### src/rtl/fetch_axi_imem_slave_pkg.sv
// Shared AXI encodings, AR queue entry layout and R beat layout for the
// instruction SRAM read responder.
package fetch_axi_imem_slave_pkg;

  localparam logic [1:0] AXI_BURST_FIXED = 2'd0;
  localparam logic [1:0] AXI_BURST_INCR  = 2'd1;
  localparam logic [1:0] AXI_BURST_WRAP  = 2'd2;

  localparam logic [1:0] AXI_RESP_OKAY   = 2'd0;
  localparam logic [1:0] AXI_RESP_SLVERR = 2'd2;
  localparam logic [1:0] AXI_RESP_DECERR = 2'd3;

  localparam logic [2:0] AXI_SIZE_WORD   = 3'd2;

  // R beat payload as carried through the output buffer: {rid, rdata, rresp, rlast}
  localparam int R_BEAT_W = 4 + 32 + 2 + 1;

  typedef enum logic {
    ST_IDLE  = 1'b0,
    ST_BURST = 1'b1
  } eng_state_t;

  typedef struct packed {
    logic [3:0]  id;
    logic [31:0] addr;
    logic [7:0]  len;
    logic [2:0]  size;
    logic [1:0]  burst;
  } ar_entry_t;

  function automatic logic wrap_len_legal(input logic [7:0] len);
    return (len == 8'd1) || (len == 8'd3) || (len == 8'd7) || (len == 8'd15);
  endfunction

endpackage

### src/rtl/fetch_axi_imem_rskid.sv
// Two-entry R channel output buffer; o_data is held stable while o_valid && !i_ready.
// Valid/ready: a beat moves on a rising edge where valid and ready are both high.
module fetch_axi_imem_rskid
  import fetch_axi_imem_slave_pkg::*;
(
  input  logic                clk,
  input  logic                resetn,
  input  logic                i_valid,
  input  logic [R_BEAT_W-1:0] i_data,
  output logic                o_valid,
  input  logic                i_ready,
  output logic [R_BEAT_W-1:0] o_data,
  output logic [1:0]          o_count
);

  logic                r_v0;
  logic                r_v1;
  logic [R_BEAT_W-1:0] r_d0;
  logic [R_BEAT_W-1:0] r_d1;
  logic                w_pop;

  assign w_pop   = r_v0 && i_ready;
  assign o_valid = r_v0;
  assign o_data  = r_d0;
  assign o_count = {1'b0, r_v0} + {1'b0, r_v1};

  // The producer only pushes when it holds a credit, so a push never meets two full entries.
  always_ff @(posedge clk or negedge resetn) begin
    if (!resetn) begin
      r_v0 <= 1'b0;
      r_v1 <= 1'b0;
      r_d0 <= '0;
      r_d1 <= '0;
    end else if (w_pop) begin
      r_v0 <= r_v1 || i_valid;
      r_d0 <= r_v1 ? r_d1 : i_data;
      r_v1 <= r_v1 && i_valid;
      if (r_v1 && i_valid) r_d1 <= i_data;
    end else if (i_valid) begin
      if (!r_v0) begin
        r_v0 <= 1'b1;
        r_d0 <= i_data;
      end else begin
        r_v1 <= 1'b1;
        r_d1 <= i_data;
      end
    end
  end

endmodule

### src/rtl/fetch_axi_imem_slave.sv
// AXI4 read-only responder serving fetch bursts from a 1-cycle-latency SRAM.
// Define FETCH_AXI_IMEM_WRAP_EN to serve WRAP bursts; otherwise they return SLVERR.
module fetch_axi_imem_slave
  import fetch_axi_imem_slave_pkg::*;
#(
  parameter logic [31:0] ADDR_BASE = 32'h1FC0_0000,
  parameter int          MEM_AW    = 14,
  parameter int          AR_DEPTH  = 2
) (
  input  logic              clk,
  input  logic              resetn,
  input  logic [3:0]        axi_s_arid,
  input  logic [31:0]       axi_s_araddr,
  input  logic [7:0]        axi_s_arlen,
  input  logic [2:0]        axi_s_arsize,
  input  logic [1:0]        axi_s_arburst,
  input  logic              axi_s_aruser,
  input  logic              axi_s_arvalid,
  output logic              axi_s_arready,
  output logic [3:0]        axi_s_rid,
  output logic [31:0]       axi_s_rdata,
  output logic [1:0]        axi_s_rresp,
  output logic              axi_s_rlast,
  output logic              axi_s_rvalid,
  input  logic              axi_s_rready,
  output logic              mem_en,
  output logic [MEM_AW-1:0] mem_addr,
  input  logic [31:0]       mem_rdata
);

  localparam int PW = $clog2(AR_DEPTH);
  localparam int CW = PW + 1;
  localparam logic [CW-1:0] Q_FULL = CW'(AR_DEPTH);

  ar_entry_t        r_q [AR_DEPTH];
  logic [PW-1:0]    r_q_rd;
  logic [PW-1:0]    r_q_wr;
  logic [CW-1:0]    r_q_cnt;
  logic [CW-1:0]    w_q_cnt_nxt;
  logic             r_run;
  logic             w_push;
  logic             w_pop;
  ar_entry_t        w_head;

  eng_state_t       r_state;
  eng_state_t       w_state_nxt;
  logic [7:0]       r_beat_cnt;
  logic [31:0]      r_beat_addr;
  logic [31:0]      w_cur_addr;
  logic [31:0]      w_next_addr;
  logic [1:0]       w_resp;
  logic             w_issue;
  logic             w_last;
  logic             w_space;
  logic [1:0]       w_occ;

  logic             r_pv;
  logic [3:0]       r_pid;
  logic [1:0]       r_presp;
  logic             r_plast;

  logic             w_skid_pop;
  logic [1:0]       w_skid_cnt;
  logic [R_BEAT_W-1:0] w_skid_in;
  logic [R_BEAT_W-1:0] w_skid_out;
  logic             w_unused_aruser;

  assign w_unused_aruser = axi_s_aruser;

  // r_run keeps arready low for the first cycle out of reset.
  assign axi_s_arready = r_run && (r_q_cnt != Q_FULL);
  assign w_push        = axi_s_arvalid && axi_s_arready;
  assign w_head        = r_q[r_q_rd];
  assign w_q_cnt_nxt   = r_q_cnt + CW'(w_push) - CW'(w_pop);

  always_ff @(posedge clk or negedge resetn) begin
    if (!resetn) begin
      r_run   <= 1'b0;
      r_q_rd  <= '0;
      r_q_wr  <= '0;
      r_q_cnt <= '0;
    end else begin
      r_run   <= 1'b1;
      r_q_cnt <= w_q_cnt_nxt;
      if (w_push) r_q_wr <= r_q_wr + PW'(1);
      if (w_pop)  r_q_rd <= r_q_rd + PW'(1);
    end
  end

  always_ff @(posedge clk) begin
    if (w_push) r_q[r_q_wr] <= '{id: axi_s_arid, addr: axi_s_araddr, len: axi_s_arlen,
                                 size: axi_s_arsize, burst: axi_s_arburst};
  end

  // Credit: beats already in the buffer (after this cycle's pop) plus the read in flight.
  assign w_skid_pop = axi_s_rvalid && axi_s_rready;
  assign w_occ      = w_skid_cnt - {1'b0, w_skid_pop} + {1'b0, r_pv};
  assign w_space    = (w_occ < 2'd2);

`ifdef FETCH_AXI_IMEM_WRAP_EN
  logic [31:0] w_wrap_mask;
  assign w_wrap_mask = {22'd0, w_head.len, 2'b11};
`endif

  // The head entry is issued from the cycle it becomes visible, so IDLE costs no beat slot.
  always_comb begin
    w_state_nxt = r_state;
    w_cur_addr  = (r_beat_cnt == 8'd0) ? w_head.addr : r_beat_addr;
    w_next_addr = w_cur_addr;
    w_resp      = AXI_RESP_OKAY;
    w_issue     = (r_q_cnt != '0) && w_space;
    w_last      = (r_beat_cnt == w_head.len);
    w_pop       = w_issue && w_last;

    if (w_head.size != AXI_SIZE_WORD) w_resp = AXI_RESP_SLVERR;
`ifdef FETCH_AXI_IMEM_WRAP_EN
    else if ((w_head.burst == AXI_BURST_WRAP) && !wrap_len_legal(w_head.len)) w_resp = AXI_RESP_SLVERR;
`else
    else if (w_head.burst == AXI_BURST_WRAP) w_resp = AXI_RESP_SLVERR;
`endif
    else if (w_cur_addr[31:MEM_AW+2] != ADDR_BASE[31:MEM_AW+2]) w_resp = AXI_RESP_DECERR;

    case (w_head.burst)
      AXI_BURST_FIXED: w_next_addr = w_cur_addr;
      AXI_BURST_INCR:  w_next_addr = w_cur_addr + 32'd4;
`ifdef FETCH_AXI_IMEM_WRAP_EN
      AXI_BURST_WRAP:  w_next_addr = (w_cur_addr & ~w_wrap_mask) | ((w_cur_addr + 32'd4) & w_wrap_mask);
`endif
      default:         w_next_addr = w_cur_addr;
    endcase

    case (r_state)
      ST_IDLE:  if (w_q_cnt_nxt != '0) w_state_nxt = ST_BURST;
      ST_BURST: if (w_q_cnt_nxt == '0) w_state_nxt = ST_IDLE;
      default:  w_state_nxt = ST_IDLE;
    endcase
  end

  assign mem_en   = w_issue && (w_resp == AXI_RESP_OKAY);
  assign mem_addr = mem_en ? w_cur_addr[MEM_AW+1:2] : '0;

  always_ff @(posedge clk or negedge resetn) begin
    if (!resetn) begin
      r_state     <= ST_IDLE;
      r_beat_cnt  <= '0;
      r_beat_addr <= '0;
      r_pv        <= 1'b0;
      r_pid       <= '0;
      r_presp     <= '0;
      r_plast     <= 1'b0;
    end else begin
      r_state <= w_state_nxt;
      r_pv    <= w_issue;
      if (w_issue) begin
        r_pid   <= w_head.id;
        r_presp <= w_resp;
        r_plast <= w_last;
        if (w_last) begin
          r_beat_cnt <= '0;
        end else begin
          r_beat_cnt  <= r_beat_cnt + 8'd1;
          r_beat_addr <= w_next_addr;
        end
      end
    end
  end

  // Error beats never strobed the SRAM, so their data is forced to zero.
  assign w_skid_in = {r_pid, (r_presp == AXI_RESP_OKAY) ? mem_rdata : 32'd0, r_presp, r_plast};

  fetch_axi_imem_rskid u_rskid (
    .clk     (clk),
    .resetn  (resetn),
    .i_valid (r_pv),
    .i_data  (w_skid_in),
    .o_valid (axi_s_rvalid),
    .i_ready (axi_s_rready),
    .o_data  (w_skid_out),
    .o_count (w_skid_cnt)
  );

  assign {axi_s_rid, axi_s_rdata, axi_s_rresp, axi_s_rlast} = w_skid_out;

endmodule

### config.mk
export PLATFORM = sky130hd
export DESIGN_NAME = fetch_axi_imem_slave
export DESIGN_NICKNAME = d
export VERILOG_FILES = /design/src/rtl/fetch_axi_imem_slave_pkg.sv /design/src/rtl/fetch_axi_imem_rskid.sv /design/src/rtl/fetch_axi_imem_slave.sv
export SDC_FILE = /design/constraint.sdc
export NUM_CORES = 1
export LEC_CHECK = 0
export ABC_AREA = 1
export CAP_MARGIN = 20
export CORE_ASPECT_RATIO = 0.5
export CORE_MARGIN = 10
export CORE_UTILIZATION = 30
export CTS_BUF_LIST = sky130_fd_sc_hd__clkbuf_4
export DETAILED_ROUTE_END_ITERATION = 8
export PLACE_DENSITY_LB_ADDON = 0.25
export SYNTH_ARGS = -nofsm -noshare
export SYNTH_HDL_FRONTEND = slang
export SYNTH_HIERARCHICAL = 1
export SYNTH_SLANG_ARGS = --single-unit
### constraint.sdc
create_clock -name clk -period 4.23 [get_ports clk]
set_input_delay 0.423 -clock clk [delete_from_list [all_inputs] [get_ports clk]]
set_output_delay 0.423 -clock clk [all_outputs]
set_load 0.02 [all_outputs]
Run 1, floorplan with the power grid:
The bar under the picture is 100 µm long. Pins as bars on the die edge. Tap cells in grey.
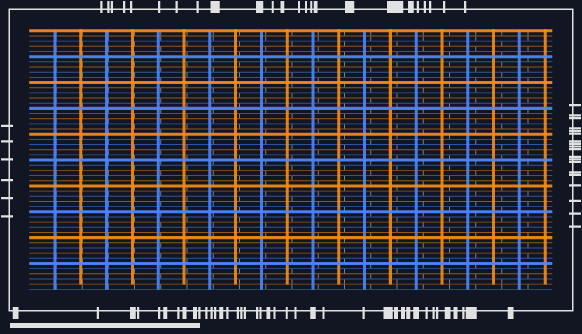
- VDD: orange
- VSS: blue
- tap cells: 494
- rows: 50
- signal pins: 142
- met1 rails: 51
- met5 straps: 10
Die X: 295.6 µm
Peak VDD IR: 338.1 µV
die span in y: 157.8 µm
area of the core: 37410 µm²

Run 1, placement by cell class:
The bar under the picture is 100 µm long.
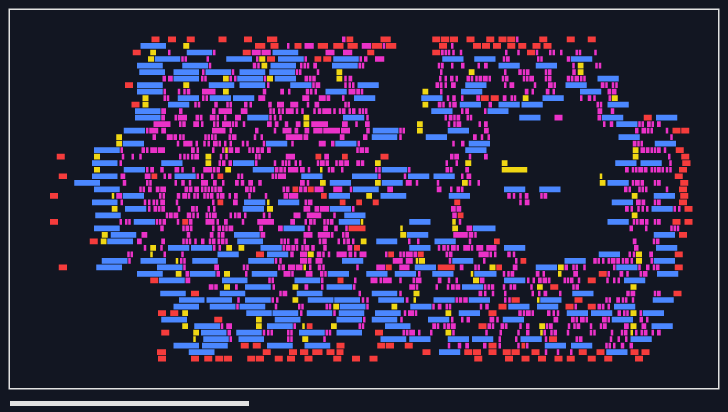
- other buffers and delay cells: red (cells 164; share of their area 12%)
- all other logic: magenta (cells 1019; share of their area 37%)
- flip-flops: blue (cells 225; share of their area 46%)
- clock drivers and dummy loads: yellow (cells 103; share of their area 5.4%)
Seq area share: 0.4351
row count: 50

Run 1, clock wires, drivers and flops:
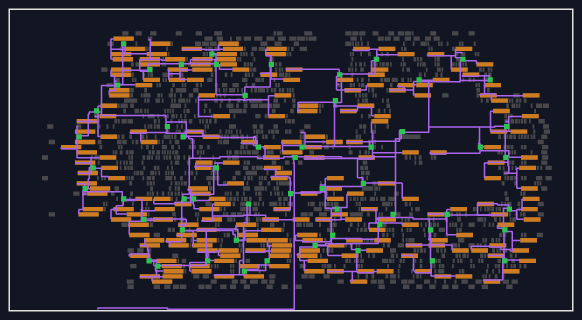
- cells driving clock nets: green (count 56)
- clock wires: purple (length 3670 µm)
- flip-flops: orange (count 225)
- flops lie: all over the die
power share of the clock group: 0.222
Worst Clk Skew: 0.02299 ns
clock distribution power: 1.87 mW
Latency at later pin: 0.71 ns

## run 1: critical path: stages (launching register included)
cell	delay, ns
dfrtp_1	0.43
inv_1	0.13
ha_2	0.24
nand2_2	0.08
nor2_4	0.13
buf_4	0.22
nand3_1	0.11
nand2_2	0.12
inv_2	0.05
nor2_1	0.09
nand4_1	0.11
nor2_2	0.18
nand2_2	0.10
buf_4	0.24
a21oi_1	0.13
dlygate4sd2_1	0.36
## run 1: registers in the layout, summed over array words and instances (netlist names), 2 cells and up
register,flops
r_presp,2
u_rskid/o_data,39
r_pid,4
r_beat_addr,30
r_q,94
u_rskid/r_d1,39
r_q_cnt,2
r_beat_cnt,8
==> flow_metrics.env, run 1 <==
# yosys + openroad results
export IMPL_io_buffers=138
export IMPL_power_switching_mw=3.544
export IMPL_ys_seq_frac=0.5353
export IMPL_top_level_ports=142
export IMPL_worstMarginPinSlew_ns=1.010
export IMPL_drc=0
export IMPL_power_share_switching=0.4197
export IMPL_crit_path_end="mem_addr[9]"
export IMPL_r2r_slack_ns=1.27
export IMPL_tap_cells=494
export IMPL_top_cell="nand2_1"
export IMPL_pwr_share_comb=0.416
export IMPL_slew_violations=0
export IMPL_gr_total_overflow=0
export IMPL_clockBufferDepth=3
export IMPL_cts_root_buffer="clkbuf_4"
export IMPL_final_common_cell="nand2_1"
export IMPL_postRouteAntennaNets=0
export IMPL_fp_nets=1402
export IMPL_yosys_stat_cells=1309
export IMPL_seqPwrFrac=0.362
export IMPL_setup_viol=0
export IMPL_top_area_frac=0.2876
export IMPL_r2r_end="r_beat_addr[22]$_DFFE_PN0P_"
export IMPL_busiest_layer="met2"
export IMPL_grt_util_met1=0.1624
export IMPL_fin_crit_ns=3.854
export IMPL_synthToLayoutAreaGrowth_pct=23.08
export IMPL_fin_nets=1559
export IMPL_dp_cells=1895
export IMPL_reg2reg_depth=19
export IMPL_finalCritPeriodShare=0.9111
export IMPL_finalInstanceArea_um2=14030
export IMPL_num_vias=8924
export IMPL_nNonClkBuffers=164
export IMPL_largest_cell_class="sequential cells"
export IMPL_dr_pass1_iters=5
export IMPL_grtUsageMet3=0.02922
export IMPL_final_cell_count_no_fill=2006
export IMPL_cts_clk_slew_worst_paths_ns=0.08
export IMPL_powerSeq_mw=3.06
export IMPL_gp_congestion=0.8276
export IMPL_seq_cell_count=225
export IMPL_hold_viol=0
export IMPL_clock_sinks=225
export IMPL_nonClkBufAreaFrac=0.1152
export IMPL_antenna_found_initial=1
export IMPL_min_from="axi_s_arburst[0]"
export IMPL_comb_power_mw=3.51
export IMPL_min_path_type="in2reg"
export IMPL_wl_per_cell_um=15.17
export IMPL_fmax_mhz=259.5
export IMPL_route_met3_wl_um=1512
export IMPL_antennaDiodeCount=1
export IMPL_status="complete, no violations"
export IMPL_netlist_area_um2=11400
export IMPL_place_ws_ns=0.5917
export IMPL_grt_max_degree=87
export IMPL_warning_count=30
export IMPL_wl_met1_um=13430
export IMPL_grt_pass1_wl_um=49530
export IMPL_min_path_cells=1
export IMPL_synth_area_leader_cell="dfrtp_1"
export IMPL_met2RoutedLength_um=15050
export IMPL_power_density_nw_per_um2=602.1
export IMPL_synth_edff_count=94
export IMPL_grt_usage=0.1324
export IMPL_ctsHoldBuffers=1
export IMPL_ys_sh_aoi=0.05357
export IMPL_ys_seq_elements=225
export IMPL_drv_cap=0
export IMPL_num_multi_input_gates=833
export IMPL_netlist_logic_family_top="simple AND/OR/NAND/NOR gates"
export IMPL_register_area_um2=6103
export IMPL_totalPowerFinal_mw=8.445
export IMPL_wl_um=30430
export IMPL_synth_cellmix_simpleShare=0.2886
export IMPL_chipArea_um2=46660
export IMPL_synth_chip_area_um2=11400
export IMPL_synthCells=1309
Run 1, cell placement:
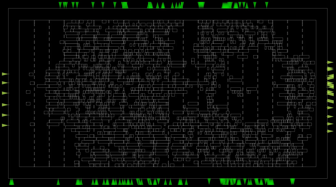

==> inputs of run 2 (changes only) <==
--- a/config.mk
+++ b/config.mk
@@ -17,3 +17,4 @@
 export SYNTH_HDL_FRONTEND = slang
 export SYNTH_HIERARCHICAL = 1
 export SYNTH_SLANG_ARGS = --single-unit
+export TNS_END_PERCENT = 1
==> constraint.sdc (replaced) <==
create_clock -name clk -period 3.3 [get_ports clk]
set_input_delay 0.33 -clock clk [delete_from_list [all_inputs] [get_ports clk]]
set_output_delay 0.33 -clock clk [all_outputs]
set_load 0.02 [all_outputs]
Run 2, cell placement:
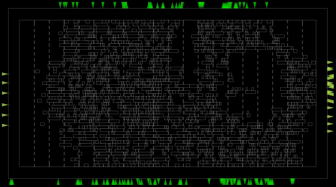
sequential cells: 225
# fillers: 3813
Final Non-Filler Cells: 2063
tap cells: 494

==> flow_metrics.env, run 2 <==
# yosys + openroad results
export IMPL_cts_clk_slew_worst_paths_ns=0.07
export IMPL_cp_cell_sequence="ha_1 > inv_1 > ha_1 > xnor2_2 > xor2_1 > o21ai_2 > inv_2 > nand3_2 > buf_4 > buf_4 > buf_4 > buf_4 > buf_4 > buf_4 > buf_4 > buf_4 > buf_4 > buf_4 > buf_4 > buf_4 > buf_4 > o21ai_1"
export IMPL_worst_path_buf_inv=15
export IMPL_nNonClkBuffers=220
export IMPL_num_vias=9214
export IMPL_hold_viol=0
export IMPL_irDropWorstVdd_uv=442.4
export IMPL_clock_sinks=225
export IMPL_synthToLayoutAreaGrowth_pct=28.26
export IMPL_top_level_ports=142
export IMPL_power_density_nw_per_um2=777.6
export IMPL_final_common_cell="nand2_1"
export IMPL_nonClkBufAreaFrac=0.1417
export IMPL_placementRows=50
export IMPL_violations="negative setup slack"
export IMPL_gr_total_overflow=0
export IMPL_ys_sh_aoi=0.05357
export IMPL_min_path_type="in2async"
export IMPL_setup_slack_ns=-0.04340
export IMPL_grt_usage=0.1326
export IMPL_status="complete, but fails checks"
export IMPL_top_area_frac=0.2876
export IMPL_fp_nets=1402
export IMPL_clockBufferDepth=3
export IMPL_pwr_share_comb=0.428
export IMPL_postRouteAntennaNets=0
export IMPL_die_w_um=295.6
export IMPL_synth_area_leader_cell="dfrtp_1"
export IMPL_wl_per_cell_um=15.04
export IMPL_pg_clk_mw=2.60
export IMPL_chipArea_um2=46660
export IMPL_setup_viol=3
export IMPL_finalCritPeriodShare=1.013
export IMPL_dr_pass1_iters=5
export IMPL_synth_cellmix_simpleShare=0.2886
export IMPL_power_share_switching=0.4078
export IMPL_top_cell="nand2_1"
export IMPL_ys_seq_frac=0.5353
export IMPL_power_switching_mw=4.636
export IMPL_slew_violations=0
export IMPL_synth_edff_count=94
export IMPL_totalPowerFinal_mw=11.37
export IMPL_netlist_logic_family_top="simple AND/OR/NAND/NOR gates"
export IMPL_top_register="r_q"
export IMPL_worstMarginPinSlew_ns=0.9251
export IMPL_dp_cells=1927
export IMPL_netlist_area_um2=11400
export IMPL_synth_chip_area_um2=11400
export IMPL_ctsHoldBuffers=1
export IMPL_r2r_slack_ns=-0.04
export IMPL_warning_count=33
export IMPL_crit_path_frequent_cell="buf_4"
export IMPL_grt_max_degree=80
export IMPL_drc=0
export IMPL_insertion_delay_ns=0.74
export IMPL_gp_congestion=0.8298
export IMPL_comb_power_mw=4.86
Run 2, placement by cell class:
The bar under the picture is 100 µm long.
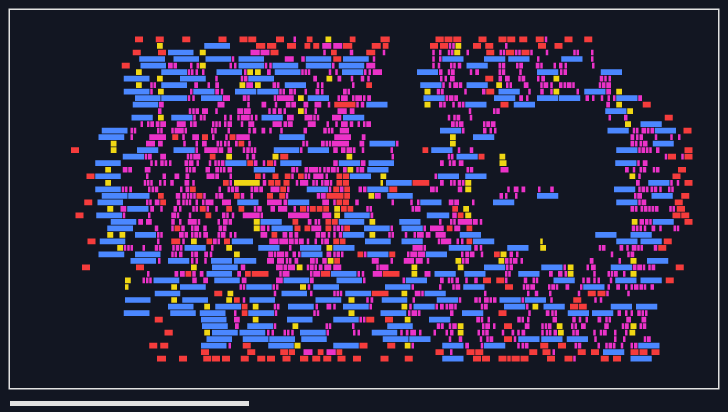
- all other logic: magenta (cells 1019; share of their area 36%)
- flip-flops: blue (cells 225; share of their area 44%)
- clock drivers and dummy loads: yellow (cells 104; share of their area 5.7%)
- other buffers and delay cells: red (cells 220; share of their area 15%)
Seq area share: 0.4176
design area: 14620 µm²
fin util: 0.3907

run 2: cell count changes in the layout (fill, tap and decap cells not counted), moves of 3 or more:
cell,delta
buf_12,+3
buf_4,+58
buf_6,+9
clkbuf_4,+17
clkinv_1,-15
dlygate4sd2_1,-5
dlymetal6s2s_1,-9
inv_1,-4
nand2_1,-3
nor2_1,-3
run 2: routing by layer:
metal  up-vias  wire length (µm)  global-route usage
met2       125             15480              0.2324
li1       4678                 -                   -
met4         0               574             0.04259
met3        45              1342             0.02978
met1      4366             13630              0.1602
met5         -                 0                   0
Power is estimated from default activity; no workload was simulated.
